run_1/final_clocks.png
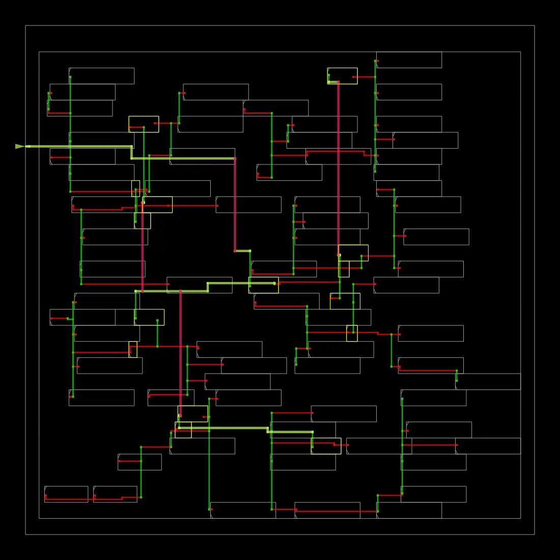
run_1/pdn.png
Scale: 4 px per um. Pins as bars on the die edge. Tap cells in grey.
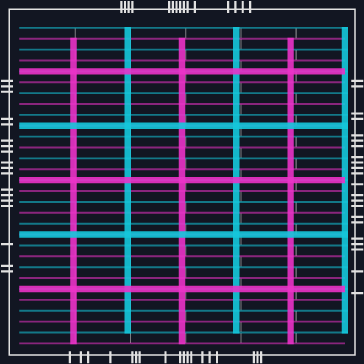
run_1/metal_stack.png
Scale: 6 px per um.
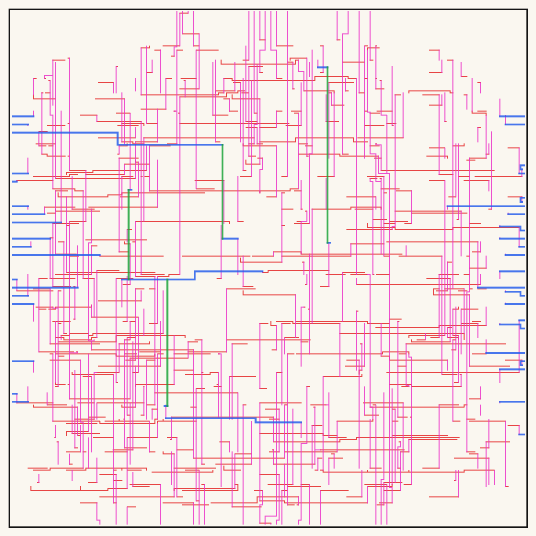
===== src/rtl/ifid_pkg.sv =====
// ifid_pkg: shared constants and entry type for the IF/ID queue.
// NOP_INSTR_DEFAULT is what Decode sees whenever no real entry exists;
// HALT_INSTR exists only so assertions can prove the queue never emits it
// as a bubble.
package ifid_pkg;

    localparam int          INSTR_W_DEFAULT   = 16;
    localparam int          PC_W_DEFAULT      = 16;
    localparam logic [15:0] NOP_INSTR_DEFAULT = 16'h1800;
    localparam logic [15:0] HALT_INSTR        = 16'h0000;

    // One fetched slot as stored between Fetch and Decode
    typedef struct packed {
        logic [INSTR_W_DEFAULT-1:0] instr;
        logic [PC_W_DEFAULT-1:0]    pcinc;
    } ifid_entry_t;

endpackage


===== src/rtl/ifid_entry_ram.sv =====
// ifid_entry_ram: DEPTH x WIDTH register array holding queued {instr, pcinc}
// entries. Synchronous write, asynchronous read. Storage is deliberately not
// reset: validity is tracked by the occupancy count in ifid_queue, exactly
// like a non-reset instruction register.
module ifid_entry_ram #(
    parameter int WIDTH = 32,
    parameter int DEPTH = 2,
    parameter int AW    = 1
) (
    input  logic             clk,
    input  logic             wr_en,
    input  logic [AW-1:0]    wr_addr,
    input  logic [WIDTH-1:0] wr_data,
    input  logic [AW-1:0]    rd_addr,
    output logic [WIDTH-1:0] rd_data
);

    logic [WIDTH-1:0] mem [DEPTH];

    // Write port: one entry per cycle at the write pointer
    always_ff @(posedge clk) begin
        if (wr_en) begin
            mem[wr_addr] <= wr_data;
        end
    end

    // Read port is combinational so the head is visible the cycle after its write
    assign rd_data = mem[rd_addr];

endmodule


===== src/rtl/ifid_queue.sv =====
// ifid_queue: DEPTH-entry FIFO between Fetch and Decode, replacing the single
// IF/ID register. Fetch keeps running while Decode stalls; flush empties the
// queue and shows a NOP bubble. Reset shows NOP, never HALT.
// Optional feature macro: IFID_BYPASS_EN -- when the queue is empty, the
// incoming entry drives Decode combinationally (zero-latency fetch-to-decode).
// Without it, every entry spends at least one cycle in storage.
// DEPTH must be >= 1; it need not be a power of two (pointers wrap explicitly).
module ifid_queue
    import ifid_pkg::*;
#(
    parameter int                 INSTR_W   = 16,
    parameter int                 PC_W      = 16,
    parameter int                 DEPTH     = 2,
    parameter logic [INSTR_W-1:0] NOP_INSTR = INSTR_W'(NOP_INSTR_DEFAULT)
) (
    input  logic                       clk,
    input  logic                       rst,
    input  logic                       in_valid,
    input  logic [INSTR_W-1:0]         in_instr,
    input  logic [PC_W-1:0]            in_pcinc,
    output logic                       in_ready,
    input  logic                       flush,
    output logic                       out_valid,
    output logic [INSTR_W-1:0]         out_instr,
    output logic [PC_W-1:0]            out_pcinc,
    input  logic                       out_ready,
    output logic [$clog2(DEPTH+1)-1:0] count
);

    localparam int CNT_W   = $clog2(DEPTH + 1);
    localparam int PTR_W   = (DEPTH > 1) ? $clog2(DEPTH) : 1;
    localparam int ENTRY_W = INSTR_W + PC_W;

    logic [PTR_W-1:0]   wr_ptr;
    logic [PTR_W-1:0]   rd_ptr;
    logic [ENTRY_W-1:0] head;
    logic               empty;
    logic               full;
    logic               bypass;
    logic               push;
    logic               pop;
    logic               wr_en;
    logic               rd_adv;

    // Advance a pointer modulo DEPTH without requiring a power-of-two depth
    function automatic logic [PTR_W-1:0] ptr_inc(input logic [PTR_W-1:0] p);
        return (p == PTR_W'(DEPTH - 1)) ? '0 : p + PTR_W'(1);
    endfunction

    assign empty = (count == '0);
    assign full  = (count == CNT_W'(DEPTH));

    // in_ready depends only on registered occupancy (and reset): no path from
    // Decode's out_ready back to Fetch.
    assign in_ready = ~rst & ~full;

`ifdef IFID_BYPASS_EN
    assign bypass = empty & in_valid & ~flush & ~rst;
`else
    assign bypass = 1'b0;
`endif

    assign out_valid = ~rst & (~empty | bypass);

    // Flush dominates any same-cycle handshake
    assign push = in_valid & in_ready & ~flush;
    assign pop  = out_valid & out_ready & ~flush;

    // A bypassed entry consumed in the same cycle never touches storage;
    // a bypassed entry Decode refuses is written like any other push.
    assign wr_en  = push & ~(bypass & out_ready);
    assign rd_adv = pop & ~empty;

    ifid_entry_ram #(
        .WIDTH (ENTRY_W),
        .DEPTH (DEPTH),
        .AW    (PTR_W)
    ) u_ram (
        .clk     (clk),
        .wr_en   (wr_en),
        .wr_addr (wr_ptr),
        .wr_data ({in_instr, in_pcinc}),
        .rd_addr (rd_ptr),
        .rd_data (head)
    );

    // Pointer and occupancy update; reset beats flush, flush beats push/pop
    always_ff @(posedge clk) begin
        if (rst) begin
            wr_ptr <= '0;
            rd_ptr <= '0;
            count  <= '0;
        end else if (flush) begin
            rd_ptr <= wr_ptr;
            count  <= '0;
        end else begin
            if (wr_en) begin
                wr_ptr <= ptr_inc(wr_ptr);
            end
            if (rd_adv) begin
                rd_ptr <= ptr_inc(rd_ptr);
            end
            count <= count + CNT_W'(wr_en) - CNT_W'(rd_adv);
        end
    end

    // Output mux: stored head first, then bypass, otherwise a NOP bubble
    always_comb begin
        out_instr = NOP_INSTR;
        out_pcinc = '0;
        if (!rst) begin
            if (!empty) begin
                out_instr = head[ENTRY_W-1:PC_W];
                out_pcinc = head[PC_W-1:0];
            end else if (bypass) begin
                out_instr = in_instr;
                out_pcinc = in_pcinc;
            end
        end
    end

    // A bubble must never look like HALT, on reset, flush or plain empty
    a_no_halt_bubble: assert property (@(posedge clk)
        !out_valid |-> (out_instr != INSTR_W'(HALT_INSTR)));

    // Fetch is held off for the whole reset
    a_rst_not_ready: assert property (@(posedge clk) rst |-> !in_ready);

endmodule


===== config.mk =====
export PLATFORM = sky130hd
export DESIGN_NAME = ifid_queue
export DESIGN_NICKNAME = d
export VERILOG_FILES = /design/src/rtl/ifid_pkg.sv /design/src/rtl/ifid_entry_ram.sv /design/src/rtl/ifid_queue.sv
export SDC_FILE = /design/constraint.sdc
export NUM_CORES = 1
export LEC_CHECK = 0
export CAP_MARGIN = 40
export CELL_PAD_IN_SITES_DETAIL_PLACEMENT = 1
export CELL_PAD_IN_SITES_GLOBAL_PLACEMENT = 1
export CORE_MARGIN = 2
export CORE_UTILIZATION = 44
export CTS_CLUSTER_DIAMETER = 60
export DETAILED_ROUTE_END_ITERATION = 8
export PLACE_DENSITY = 0.9
export SETUP_SLACK_MARGIN = 0.2
export SYNTH_ARGS = -nofsm -noshare
export SYNTH_HDL_FRONTEND = slang
export SYNTH_HIERARCHICAL = 1
export SYNTH_SLANG_ARGS = --single-unit

===== constraint.sdc =====
create_clock -name clk -period 3.9 [get_ports clk]
set_clock_uncertainty 0.05 [all_clocks]
set_input_delay 0.39 -clock clk [delete_from_list [all_inputs] [get_ports clk]]
set_output_delay 0.39 -clock clk [all_outputs]
set_load 0.05 [all_outputs]

==> impl_table.tex, run 1 <==
% Implementation results table
\begin{tabular}{lr}
\hline
Metric & Value \\
\hline
\multicolumn{2}{l}{\textbf{Hold path}} \\
Terminating pin of the worst hold path & wr\_ptr \\
Launch instance of the worst min-delay path & wr\_ptr \\
Hold path depth & 1 \\
Worst Hold Class & reg -> reg \\
\multicolumn{2}{l}{\textbf{Worst setup path}} \\
Maximum fanout count along the critical path & 18 \\
Number of cell instances on the worst register-to-register path & 4 \\
Kind of end point of the critical path & output port \\
Capture instance of the worst register-to-register path & u\_ram/mem[1][28] \\
Last element of the critical path & out\_instr[14] \\
Worst path arrival time & 2660 ps \\
Path type of the worst setup path & reg -> out \\
Worst endpoint required time & 3460 ps \\
Startpoint of the most critical setup path & rd\_ptr \\
Startpoint of the lowest-slack register-to-register path & count[0] \\
Nature of the critical path startpoint & flip-flop \\
Reg-to-reg setup timing slack & 1970 ps \\
\multicolumn{2}{l}{\textbf{Power}} \\
Comb power & 0.132 mW \\
Static leakage & 1.38 nW \\
Power share of the clock group & 0.328 \\
Seq pwr & 0.827 mW \\
Switching fraction of total power & 0.219 \\
Power in the clock group & 0.468 mW \\
Cell Pwr Density & 368 mW/mm\^{}2 \\
NetSw & 0.313 mW \\
Max VDD drop & 0.000235 V \\
Top power group & registers \\
Sequential cell fraction of total power & 0.579 \\
Combinational group share of total power & 0.093 \\
Total internal power & 1.11 mW \\
\multicolumn{2}{l}{\textbf{Finish}} \\
Combined flip-flop and latch cell area & 0.00200 sq mm \\
Number of nets in the final layout & 280 \\
Fraction of layout cells with a size suffix above 1 & 0.245 \\
Antenna Diode Count & 0 \\
Number of fillers in the final layout & 595 \\
Combinational gate area & 853 sq um \\
P\&R area growth vs syn & 30.8\% \\
Final design instance area without fill & 0.00388 sq mm \\
\multicolumn{2}{l}{\textbf{Run status}} \\
Status & finished, final reports clean \\
\multicolumn{2}{l}{\textbf{Synthesis}} \\
Ys flop type & sky130\_fd\_sc\_hd\_\_edfxtp\_1 \\
Flip-flops with a built-in enable & 64 \\
Syn Std Cell Area & 0.00296 sq mm \\
Xor/xnor share of the synthesized area & 0.00887 \\
Number of unique standard cell types used by synthesis & 24 \\
Area fraction of the dominant cell type after synthesis & 0.649 \\
Seq/Total Area, Yosys & 0.676 \\
Synthesis Warnings & 6 \\
Share of async-settable or async-resettable flops after synthesis & 0 \\
Synthesized instance count & 163 \\
Mean post-synth cell area & 18.2 sq um \\
Synth area leaders & sky130\_fd\_sc\_hd\_\_edfxtp\_1 65\%, sky130\_fd\_sc\_hd\_\_mux2\_4 15\%, sky130\_fd\_sc\_hd\_\_and2\_1 5.7\%, sky130\_fd\_sc\_hd\_\_dfxtp\_1 2.7\%, sky130\_fd\_sc\_hd\_\_buf\_12 2.0\% \\
Cells in synth\_stat.txt & 163 \\
Post-synth net total & 202 \\
Registers, synthesis & 68 \\
Adder and majority cell fraction of the synthesized area & 0.00845 \\
Simple logic cell fraction of the synthesized area & 0.0976 \\
Cell type with the highest aggregate area in the netlist & sky130\_fd\_sc\_hd\_\_edfxtp\_1 \\
Multiplexer area fraction after synthesis & 0.163 \\
Synthesis area per yosys & 0.00296 sq mm \\
Most common library cells after synthesis & 64 x sky130\_fd\_sc\_hd\_\_edfxtp\_1, 30 x sky130\_fd\_sc\_hd\_\_mux2\_4, 27 x sky130\_fd\_sc\_hd\_\_and2\_1 \\
Dominant kind of combinational cell & multiplexers \\
Fraction of the mapped netlist area in compound gates & 0.00718 \\
Most frequent cell after synthesis & sky130\_fd\_sc\_hd\_\_edfxtp\_1 \\
\multicolumn{2}{l}{\textbf{Drt}} \\
Post-detailed-route DRC marker count & 0 \\
Total iterations of the first detailed-routing run & 4 \\
Met3 Wirelength & 242 um \\
Via count & 1589 \\
Vias per cell & 4.93 \\
Uppermost routed layer & met4 \\
Detailed-route wire length & 5390 um \\
Met2 routed wirelength & 2980 um \\
Routed wire length per instance & 16.7 um \\
DRC marker count from the first detailed-route iteration & 47 \\
Remaining antenna violation count after routing & 0 \\
Length of routed wiring on met1 & 2080 um \\
\multicolumn{2}{l}{\textbf{Die}} \\
Fraction of the core area occupied by cells at floorplan & 0.461 \\
Area of the core & 0.00642 sq mm \\
Top-Level Pins & 73 \\
Die Outline Area & 0.00741 sq mm \\
Floorplan row count & 29 \\
Die extent in x & 86.1 um \\
Die height & 86.1 um \\
\multicolumn{2}{l}{\textbf{Global route}} \\
Maximum number of pins on one net before global-route repair & 33 \\
Met3 routing resource usage after global routing & 0.0366 \\
Initial antenna violation count & 0 \\
Met1 usage & 0.180 \\
Via count of the first global-routing pass & 1782 \\
Remaining global-route overflow & 0 \\
Grt peak-use layer & met2 \\
GR met2 Demand/Resource & 0.292 \\
Global-route usage over all layers & 0.163 \\
Wire length of the first global-routing pass & 8870 um \\
\multicolumn{2}{l}{\textbf{Placement}} \\
RD Place Congestion & 0.732 \\
Post-detailed-placement cell area & 0.00372 sq mm \\
Detailed Place HPWL & 3780 um \\
Number of buffers inserted by port buffering & 72 \\
\multicolumn{2}{l}{\textbf{Run}} \\
Number of OpenROAD warnings & 26 \\
Max-cap violations & 0 \\
\multicolumn{2}{l}{\textbf{Clock network}} \\
Clk pin slew, worst setup/hold paths & 70 ps \\
H-tree levels & 3 \\
Post-CTS sizing & 0 \\
TritonCTS clock tree & built \\
Total setup buffers inserted after CTS & 0 \\
Cell at the root of the clock tree & sky130\_fd\_sc\_hd\_\_clkbuf\_8 \\
TritonCTS sink count & 68 \\
CTS max path bufs & 2 \\
Hold\_buf cts & 0 \\
\multicolumn{2}{l}{\textbf{Final timing}} \\
Max Slew Vio Count & 0 \\
Slew at the pin closest to its max-slew limit & 805 ps \\
Maximum achievable frequency & 323 MHz \\
Number of hold violations in the final report & 0 \\
Unrepaired setup endpoints after global routing & false \\
Final setup violation count & 0 \\
Final critical path time including I/O delays and setup & 3100 ps \\
Total negative setup slack & 0 ps \\
Normalized max-slew margin & 0.463 \\
Share of the clock period used by the worst path & 0.795 \\
\hline
\end{tabular}
About final_clocks.png:
worst skew pair latency: 330 ps
CTS buffer count: 9

About pdn.png:
VSS: drawn in magenta. VDD: drawn in cyan.
6 straps on met4. 77 tap cells. 5 straps on met5.

About metal_stack.png:
met1: drawn in red, wire length 2080 um. met3: drawn in blue, wire length 242 um. met2: drawn in magenta, wire length 2980 um. met4: drawn in green, wire length 80.9 um.

-- run 1: sequential cells by signal, summed over array words and instances, names as in the netlist --
signal / flops
count: 2
rd_ptr: 1
u_ram/mem: 64
wr_ptr: 1
-- run 1: worst max-delay path, stage by stage, from the launching register on --
cell                              delay, ps
sky130_fd_sc_hd__dfxtp_2                670
sky130_fd_sc_hd__buf_4                  420
sky130_fd_sc_hd__mux2_2                 380
sky130_fd_sc_hd__and2_1                 150
sky130_fd_sc_hd__clkdlybuf4s50_1        690
-- run 1: metrics by stage --
stage               utilization  hold WS (ps)  instances  setup WS [ps]  total power [mW]
floorplan                     -           408        163            886             0.921
global placement          0.575           461        306            936             0.969
detailed placement        0.579           536        307            835             0.978
CTS                       0.604           550        322            752              1.45
global route              0.604           571        322            690              1.48
finish                    0.604           543        322            801              1.43
-- run 1: area by class of cell --
| class | instances | share of cell area |
|---|---|---|
| Clock inverter | 6 | 0.00839 |
| Inverter | 3 | 0.00291 |
| Clock buffer | 9 | 0.0320 |
| Tap cell | 77 | 0.0249 |
| Sequential cell | 68 | 0.517 |
| Multi-Input combinational cell | 85 | 0.220 |
| Timing Repair Buffer | 74 | 0.195 |
-- run 1: layout by cell type (no fill, tap or decap), drive strengths merged --
master,synthesis,final
mux2i,1,1
clkbuf,0,9
clkinvlp,0,2
a21oi,1,1
and2b,1,1
o21ai,1,1
nand3,1,1
mux2,32,32
clkdlybuf4s50,0,72
xnor2,3,3
o21a,1,1
dfxtp,4,4
edfxtp,64,64
inv,3,3
nor2b,1,1
nor3,1,1
buf,7,2
nand2b,2,2
nor2,3,3
or3,2,2
clkinv,0,4
ha,2,2
and2,33,33
run_1/registers.png
Scale: 6 px per um. Other sequential cells in the stronger grey, the rest of the logic in the fainter grey.
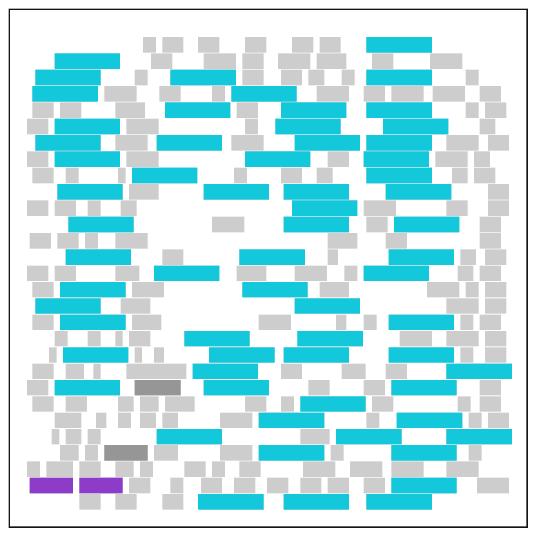

==> run 2, diff against run 1 <==
--- a/config.mk
+++ b/config.mk
@@ -9,10 +9,10 @@
 export CELL_PAD_IN_SITES_DETAIL_PLACEMENT = 1
 export CELL_PAD_IN_SITES_GLOBAL_PLACEMENT = 1
 export CORE_MARGIN = 2
-export CORE_UTILIZATION = 44
+export CORE_UTILIZATION = 41
 export CTS_CLUSTER_DIAMETER = 60
 export DETAILED_ROUTE_END_ITERATION = 8
-export PLACE_DENSITY = 0.9
+export PLACE_DENSITY = 0.85
 export SETUP_SLACK_MARGIN = 0.2
 export SYNTH_ARGS = -nofsm -noshare
 export SYNTH_HDL_FRONTEND = slang
==> constraint.sdc (replaced) <==
create_clock -name clk -period 3.2 [get_ports clk]
set_clock_uncertainty 0.05 [all_clocks]
set_input_delay 0.32 -clock clk [delete_from_list [all_inputs] [get_ports clk]]
set_output_delay 0.32 -clock clk [all_outputs]
set_load 0.05 [all_outputs]
run_2/registers.png
Scale: 6 px per um. Other sequential cells in the stronger grey, the rest of the logic in the fainter grey.
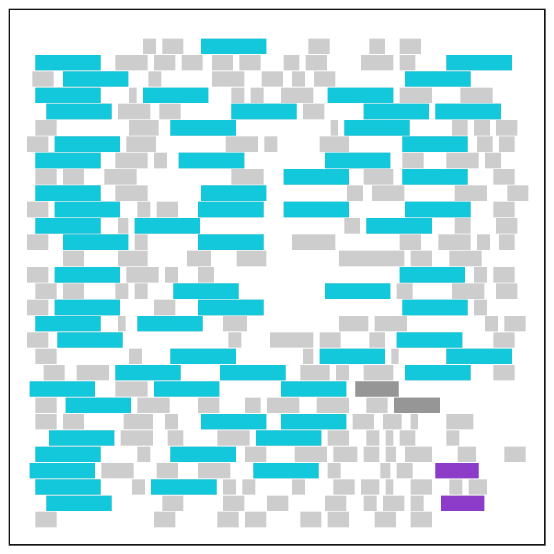
`u_ram/mem`: drawn in cyan, sequential cells 64, where all over the die. `count`: drawn in purple, sequential cells 2.
Another 2 sequential cells are not coloured.

==> impl_table.tex, run 2 <==
% Implementation results table
\begin{tabular}{lr}
\hline
Metric & Value \\
\hline
\multicolumn{2}{l}{\textbf{Global route}} \\
Initial antenna violation count & 0 (unchanged) \\
Remaining global-route overflow & 0 (unchanged) \\
Maximum number of pins on one net before global-route repair & 32 (-3.0\%) \\
Global-route usage over all layers & 0.142 (-0.0210) \\
\multicolumn{2}{l}{\textbf{Placement}} \\
Pre-CTS setup slack & 507 ps (-329 ps) \\
Number of buffers inserted by port buffering & 72 (unchanged) \\
\multicolumn{2}{l}{\textbf{Synthesis}} \\
Dominant kind of combinational cell & multiplexers \\
Number of unique standard cell types used by synthesis & 24 (unchanged) \\
Share of async-settable or async-resettable flops after synthesis & 0 (unchanged) \\
Ys flop type & sky130\_fd\_sc\_hd\_\_edfxtp\_1 \\
Area fraction of the dominant cell type after synthesis & 0.649 (unchanged) \\
Cells in synth\_stat.txt & 163 (unchanged) \\
Most common library cells after synthesis & 64 x sky130\_fd\_sc\_hd\_\_edfxtp\_1, 30 x sky130\_fd\_sc\_hd\_\_mux2\_4, 27 x sky130\_fd\_sc\_hd\_\_and2\_1 \\
Syn Std Cell Area & 0.00296 sq mm (unchanged) \\
Most frequent cell after synthesis & sky130\_fd\_sc\_hd\_\_edfxtp\_1 \\
Synthesis area per yosys & 0.00296 sq mm (unchanged) \\
\multicolumn{2}{l}{\textbf{Die}} \\
Die extent in x & 89.0 um (+3.4\%) \\
Top-Level Pins & 73 (unchanged) \\
Area of the core & 0.00691 sq mm (+7.5\%) \\
Die height & 89.0 um (+3.4\%) \\
Floorplan row count & 30 (+3.4\%) \\
Fraction of the core area occupied by cells at floorplan & 0.429 (-0.0323) \\
\multicolumn{2}{l}{\textbf{Worst setup path}} \\
Stage delay of the slowest cell on the critical path & 810 ps (+120 ps) \\
Startpoint of the lowest-slack register-to-register path & count[0] \\
Startpoint of the most critical setup path & rst \\
Worst path arrival time & 2310 ps (-350 ps) \\
Library cell contributing the largest single delay on the critical path & sky130\_fd\_sc\_hd\_\_clkdlybuf4s50\_1 \\
Most used cell along the critical path & sky130\_fd\_sc\_hd\_\_clkdlybuf4s50\_1 \\
Path type of the worst setup path & in -> out \\
Cells along the critical path & clkdlybuf4s50\_1 > nor2\_4 > buf\_4 > and2\_1 > clkdlybuf4s50\_1 \\
Kind of end point of the critical path & output port \\
Reg-to-reg setup timing slack & 1290 ps (-680 ps) \\
Capture instance of the worst register-to-register path & u\_ram/mem[1][16] \\
\multicolumn{2}{l}{\textbf{Drt}} \\
Vias per cell & 4.60 (-6.9\%) \\
Post-detailed-route DRC marker count & 0 (unchanged) \\
Total iterations of the first detailed-routing run & 4 (unchanged) \\
Detailed-route wire length & 5160 um (-4.1\%) \\
Via count & 1590 (+0.063\%) \\
\multicolumn{2}{l}{\textbf{Finish}} \\
Fraction of layout cells with a size suffix above 1 & 0.280 (+0.0351) \\
Antenna Diode Count & 0 (unchanged) \\
P\&R area growth vs syn & 33.2\% \\
\multicolumn{2}{l}{\textbf{Final timing}} \\
Maximum achievable frequency & 373 MHz \\
Share of the clock period used by the worst path & 0.837 \\
Final setup violation count & 0 (unchanged) \\
Normalized max-slew margin & 0.658 (+0.194) \\
Number of hold violations in the final report & 0 (unchanged) \\
\multicolumn{2}{l}{\textbf{Clock network}} \\
CTS max path bufs & 2 (unchanged) \\
Post-CTS sizing & 0 (unchanged) \\
Cell at the root of the clock tree & sky130\_fd\_sc\_hd\_\_clkbuf\_8 \\
TritonCTS sink count & 68 (unchanged) \\
H-tree levels & 3 (unchanged) \\
CTS buffer count & 9 (unchanged) \\
Hold\_buf cts & 0 (unchanged) \\
Total setup buffers inserted after CTS & 0 (unchanged) \\
\multicolumn{2}{l}{\textbf{Power}} \\
Max VDD drop & 0.000266 V (+13\%) \\
\multicolumn{2}{l}{\textbf{Run}} \\
Max-cap violations & 0 (unchanged) \\
\multicolumn{2}{l}{\textbf{Hold path}} \\
Worst Hold Class & reg -> reg \\
Hold path depth & 1 (unchanged) \\
Launch instance of the worst min-delay path & wr\_ptr \\
\multicolumn{2}{l}{\textbf{Run status}} \\
Status & finished, final reports clean \\
\hline
\end{tabular}
run_2/pdn.png
Scale: 4 px per um. Pins as bars on the die edge. Tap cells in grey.
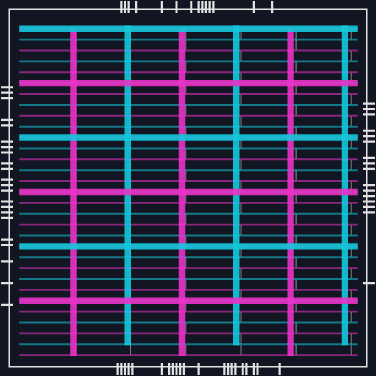
VSS: drawn in magenta. VDD: drawn in cyan.
31 met1 rails follow the rows. 6 straps on met5. 73 signal pins sit on the boundary. The core has 30 rows.

[run 2: cell counts after synthesis]
No cell type changed its count.
[run 2: how the worst max path moves through the flow]
| stage | slack [ps] | end |
|---|---|---|
| after floorplan | 790 | u_ram/mem[0][0] |
| after global placement | 530 | out_instr[13] |
| after detailed placement | 510 | out_pcinc[9] |
| after CTS | 470 | out_pcinc[11] |
| after global routing | 390 | out_pcinc[2] |
| final | 520 | out_instr[7] |
[run 2: final cells by class]
class / count / area [sq um]
Sequential cell: 68 / 2000
Clock inverter: 6 / 55.1
Inverter: 3 / 11.3
Timing Repair Buffer: 78 / 776
Clock buffer: 10 / 128
Multi-Input combinational cell: 85 / 853
Tap cell: 96 / 120
Fill cell: 669 / 2960
[run 2: layer usage]
layer,routed length [um],GRT usage
met1,2050,0.157
met2,2810,0.258
met3,230,0.0351
met4,77,0.0611
met5,0,0
[run 2: power breakdown]
| group | leakage [nW] | switching, mW | internal [mW] | total (mW) |
|---|---|---|---|---|
| clock network | 0.0911 | 0.303 | 0.352 | 0.655 |
| logic | 0.725 | 0.0668 | 0.0988 | 0.166 |
| registers | 0.614 | 0.00967 | 0.994 | 1.00 |
[run 2: metrics by stage]
step / hold WS, ps / utilization / instances / total power, mW / instance area [sq um]
after CTS: 487 / 0.571 / 346 / 1.85 / 3950
after detailed placement: 472 / 0.545 / 330 / 1.19 / 3760
after floorplan: 369 / - / 163 / 1.12 / 2970
final: 477 / 0.571 / 346 / 1.82 / 3950
after global routing: 504 / 0.571 / 346 / 1.89 / 3950
after global placement: 467 / 0.545 / 330 / 1.19 / 3760
[run 2: cells by family (layout without fill, tap and decap cells)]
logic type,count (synthesis),count (layout)
simple gates,44,44
compound gates,3,3
xor+xnor,3,3
flops,68,68
mux,33,33
fa+ha+maj,2,2
buf+inv,10,97
Power and IR drop assume default switching activity.
